Clock nets:
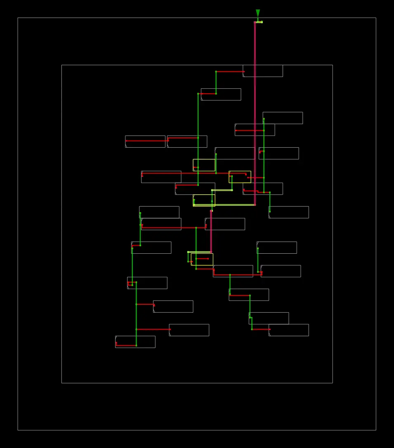
M3 wires:
Drawn at 3 px/µm.
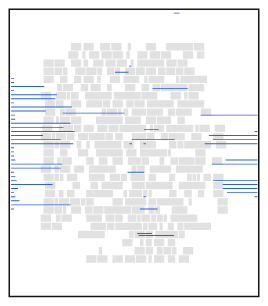
PDN straps and rails:
Drawn at 4 px/µm. Pins as bars on the die edge. Tap cells in gray.
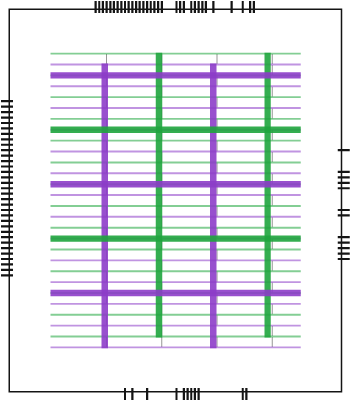
Signal wires by layer:
Drawn at 4 px/µm.
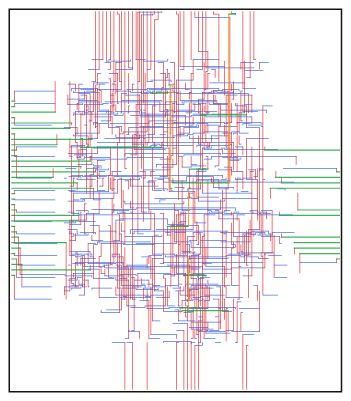
`src/rtl/rr_byte_tx_arbiter.sv`:
```
// rtl/rr_byte_tx_arbiter.sv - round-robin arbiter feeding one LSB-first byte serializer
module rr_byte_tx_arbiter #(
  parameter int NUM_REQ   = 4,
  parameter int DATAWIDTH = 16
) (
  input  logic                          clk,
  input  logic                          rstn,
  input  logic [NUM_REQ-1:0]            i_Req,
  input  logic [NUM_REQ*DATAWIDTH-1:0]  i_Data,
  output logic [NUM_REQ-1:0]            o_Ack,
  output logic [7:0]                    o_ByteOut,
  output logic                          o_ByteOutValid,
  input  logic                          i_ByteOutReady,
  output logic                          o_ByteOutLast,
  output logic [$clog2(NUM_REQ)-1:0]    o_ByteOutSrc,
  output logic                          o_Busy
);

  localparam int NBYTES = (DATAWIDTH + 7) / 8;
  localparam int SW     = $clog2(NUM_REQ);
  localparam int CW     = (NBYTES > 1) ? $clog2(NBYTES) : 1;

  localparam logic [0:0] S_IDLE = 1'b0;
  localparam logic [0:0] S_SEND = 1'b1;

  logic [0:0]              state;
  logic [SW-1:0]           ptr;
  logic [SW-1:0]           src;
  logic [CW-1:0]           count;
  logic [NBYTES-1:0][7:0]  word;

  logic                    gnt_vld;
  logic [SW-1:0]           gnt_idx;
  logic [SW-1:0]           ptr_nxt;
  logic [NBYTES*8-1:0]     gnt_word;
  logic [7:0]              byte_sel;
  logic                    is_last;
  logic                    sending;

  // Scan offsets 0..NUM_REQ-1 from ptr; the first requester hit wins.
  always_comb begin
    gnt_vld = 1'b0;
    gnt_idx = '0;
    for (int i = 0; i < NUM_REQ; i++) begin
      for (int r = 0; r < NUM_REQ; r++) begin
        if (!gnt_vld && i_Req[r] && ((int'(ptr) + i) % NUM_REQ == r)) begin
          gnt_vld = 1'b1;
          gnt_idx = SW'(r);
        end
      end
    end
  end

  always_comb begin
    ptr_nxt = (int'(gnt_idx) == NUM_REQ - 1) ? '0 : gnt_idx + 1'b1;
  end

  // Zero-extended copy of the granted word; upper pad bits stay 0.
  always_comb begin
    gnt_word = '0;
    for (int r = 0; r < NUM_REQ; r++) begin
      if (gnt_idx == SW'(r)) begin
        gnt_word[DATAWIDTH-1:0] = i_Data[r*DATAWIDTH +: DATAWIDTH];
      end
    end
  end

  always_comb begin
    byte_sel = '0;
    for (int b = 0; b < NBYTES; b++) begin
      if (count == CW'(b)) begin
        byte_sel = word[b];
      end
    end
  end

  assign sending = (state == S_SEND);
  assign is_last = (count == CW'(NBYTES - 1));

  always_ff @(posedge clk or negedge rstn) begin
    if (!rstn) begin
      state <= S_IDLE;
      ptr   <= '0;
      src   <= '0;
      count <= '0;
      word  <= '0;
      o_Ack <= '0;
    end else begin
      o_Ack <= '0;
      if (state == S_IDLE) begin
        if (gnt_vld) begin
          word  <= gnt_word;
          ptr   <= ptr_nxt;
          src   <= gnt_idx;
          count <= '0;
          o_Ack <= NUM_REQ'(1) << gnt_idx;
          state <= S_SEND;
        end
      end else if (i_ByteOutReady) begin
        if (is_last) begin
          state <= S_IDLE;
        end else begin
          count <= count + 1'b1;
        end
      end
    end
  end

  assign o_ByteOutValid = sending;
  assign o_Busy         = sending;
  assign o_ByteOutLast  = sending && is_last;
  assign o_ByteOut      = sending ? byte_sel : 8'h00;
  assign o_ByteOutSrc   = sending ? src : '0;

endmodule

```
`config.mk`:
```
export PLATFORM = sky130hd
export DESIGN_NAME = rr_byte_tx_arbiter
export DESIGN_NICKNAME = d
export VERILOG_FILES = /design/src/rtl/rr_byte_tx_arbiter.sv
export SDC_FILE = /design/constraint.sdc
export NUM_CORES = 1
export LEC_CHECK = 0
export ABC_CLOCK_PERIOD_IN_PS = 2600
export CAP_MARGIN = 30
export CORE_ASPECT_RATIO = 1.2
export CORE_MARGIN = 10
export CORE_UTILIZATION = 42
export CTS_CLUSTER_DIAMETER = 40
export DETAILED_ROUTE_END_ITERATION = 7
export PLACE_DENSITY = 0.8
export SYNTH_ARGS = -nofsm -noshare
export SYNTH_HDL_FRONTEND = slang
export SYNTH_SLANG_ARGS = --single-unit
```
`constraint.sdc`:
```
create_clock -name clk -period 2.6 [get_ports clk]
set_input_delay 0.26 -clock clk [delete_from_list [all_inputs] [get_ports clk]]
set_output_delay 0.26 -clock clk [all_outputs]
set_load 0.005 [all_outputs]
```
==> run notes <==
Synthesis and place-and-route results.

- The proportion of layout cells with a drive suffix above 1 is 0.1289.
- The largest stage delay on the critical path is 0.57 ns.
- The worst min-delay path class is in -> async.
- Before any placement, the netlist area is recorded as 1981 µm².
- The slowest stage of the critical path belongs to the cell sky130_fd_sc_hd__clkdlybuf4s50_1.
- The detail route stage leaves a number of antenna-violating nets equal to 0.
- The post-synthesis net count is 280.
- The global-route wire length before repair is 9597 µm.
- The top-area cell type share of the netlist area is 0.3285.
- The arithmetic-cell share of the synthesized area counting full adders, half adders and majority gates is 0.02527.
- The total cell area reported by yosys after synthesis is 1981 µm².
- OpenROAD emitted warnings numbering 29.
- The worst endpoint required time is 2.81 ns.
- After filler insertion, the fill cell instance count of the layout stands at 409.
- The final clock period utilization by the worst path is 0.8815.
- TritonRoute reported its final design rule violation total as 0.
- The count of boundary I/O pins is 88.
- Post-synth the commonest register cell is sky130_fd_sc_hd__dfrtp_1.
- The cell internal power dissipation is 1.812 mW.
- The clock network power share is 0.091.
- The critical path goes through clkdlybuf4s50_1, or2b_1, a21oi_1, or2_1, ha_1, buf_12, a21oi_1, a221o_1, a2bb2oi_2.
- The flow ran to the end, and the final reports show no timing, DRC or antenna violations.
- The total of flip-flops plus latches after synthesis is 26.
- Setup repair after global routing left no endpoint under its margin.
-- 'clock nets' (at the start) --
insertion delay at the late pin of the worst-skew pair: 0.27 ns
CTS sink cnt: 26
clock distribution power: 0.269 mW
worst clock skew: 0.001421 ns
count of clock-net buffers in the final layout: 4

-- 'M3 wires' (at the start) --
nets with wire on the layer: 54
longest straight run: 20.9 µm
share of all routed wire: 7.7%
wire length on this layer: 485 µm
met3 demand-to-capacity share in global routing: 0.04708
routed wire length: 6336 µm
via count of the routed design: 1895

-- 'PDN straps and rails' (at the start) --
| net | color |
|---|---|
| VSS | purple |
| VDD | green |
signal pins: 88
rows: 27
met5 straps: 5
tap cells: 58
die width: 82.69 µm
core area: 4594 µm²
Worst VDD drop: 403.7 µV
vertical extent of the die: 95.23 µm

-- 'signal wires by layer' (at the start) --
| layer | color | wire length |
|---|---|---|
| met1 | blue | 2640 µm |
| met4 | orange | 90.4 µm |
| met2 | red | 3120 µm |
| met3 | green | 485 µm |

-- power groups by stage --
stage	sequential [mW]	clock [mW]	combinational, mW
floorplan	0.692	0	1.27
CTS	0.758	0.271	1.94
detailed placement	0.769	0	1.93
global placement	0.759	0	1.88
finish	0.758	0.269	1.93
global route	0.782	0.290	2.07
-- synthesized netlist by cell type (2+ instances only) --
library cell	number
sky130_fd_sc_hd__and2_4	3
sky130_fd_sc_hd__and2_1	4
sky130_fd_sc_hd__a2bb2oi_2	15
sky130_fd_sc_hd__nor2b_1	3
sky130_fd_sc_hd__nor2_1	12
sky130_fd_sc_hd__clkbuf_1	8
sky130_fd_sc_hd__buf_2	8
sky130_fd_sc_hd__o41ai_1	2
sky130_fd_sc_hd__a211oi_1	17
sky130_fd_sc_hd__a21oi_1	19
sky130_fd_sc_hd__dfrtp_1	26
sky130_fd_sc_hd__nand3b_1	16
sky130_fd_sc_hd__buf_4	2
sky130_fd_sc_hd__mux2i_1	8
sky130_fd_sc_hd__or2_1	2
sky130_fd_sc_hd__a221o_1	16
sky130_fd_sc_hd__o21ai_1	5
sky130_fd_sc_hd__buf_6	4
sky130_fd_sc_hd__inv_1	18
sky130_fd_sc_hd__ha_1	4
-- through the flow --
| stage | total power [mW] | cells |
|---|---|---|
| after floorplan | 1.958 | 205 |
| after global placement | 2.635 | 340 |
| after detailed placement | 2.698 | 341 |
| after CTS | 2.969 | 345 |
| after global routing | 3.143 | 345 |
| final | 2.955 | 345 |
-- layer usage --
metal,up-vias,GRT usage
met5,-,0
met4,0,0.03911
met3,8,0.04708
met2,68,0.2487
met1,888,0.1890
li1,931,-
-- worst register-to-register path, cell delays in order, from the launching register on --
cell and delay (ns):
sky130_fd_sc_hd__dfrtp_1 0.47, sky130_fd_sc_hd__nand2_1 0.08, sky130_fd_sc_hd__a211oi_1 0.37, sky130_fd_sc_hd__or2_1 0.21, sky130_fd_sc_hd__ha_1 0.21, sky130_fd_sc_hd__buf_12 0.18
sky130_fd_sc_hd__a21oi_1 0.10, sky130_fd_sc_hd__a221o_1 0.37, sky130_fd_sc_hd__a2bb2oi_2 0.14
-- flip-flops by register name, indices dropped and copies added, names as in the netlist --
register and flops:
src 2, count 1, word 16, o_Busy 1, o_Ack 4, ptr 2
-- path summary, 6_finish.rpt --
check                         start       end  slack (ns)
max                        i_Req[0]  word[14]        0.31
min                            rstn  o_Ack[2]        0.35
max reg2reg                  ptr[1]  word[14]        0.41
min reg2reg                 word[0]   word[0]        0.53
max in group asynchronous      rstn     count        1.99
min in group clk            word[0]   word[0]        0.53
-- layout make-up --
cell class,instances,area [µm²],share of cell area
Timing Repair Buffer,100,1013,0.3388
Sequential cell,26,650.6,0.2175
Clock buffer,4,55.05,0.01840
Tap cell,58,72.57,0.02426
Multi-Input combinational cell,138,1129,0.3772
Inverter,19,71.32,0.02384
-- cells by family after synthesis --
| family | count (synthesis) |
|---|---|
| fa+ha+maj | 4 |
| buf+inv | 41 |
| flops | 26 |
| simple gates | 47 |
| mux | 8 |
| compound gates | 79 |
Power figures rest on the tool's default switching activity, not on a simulated workload.
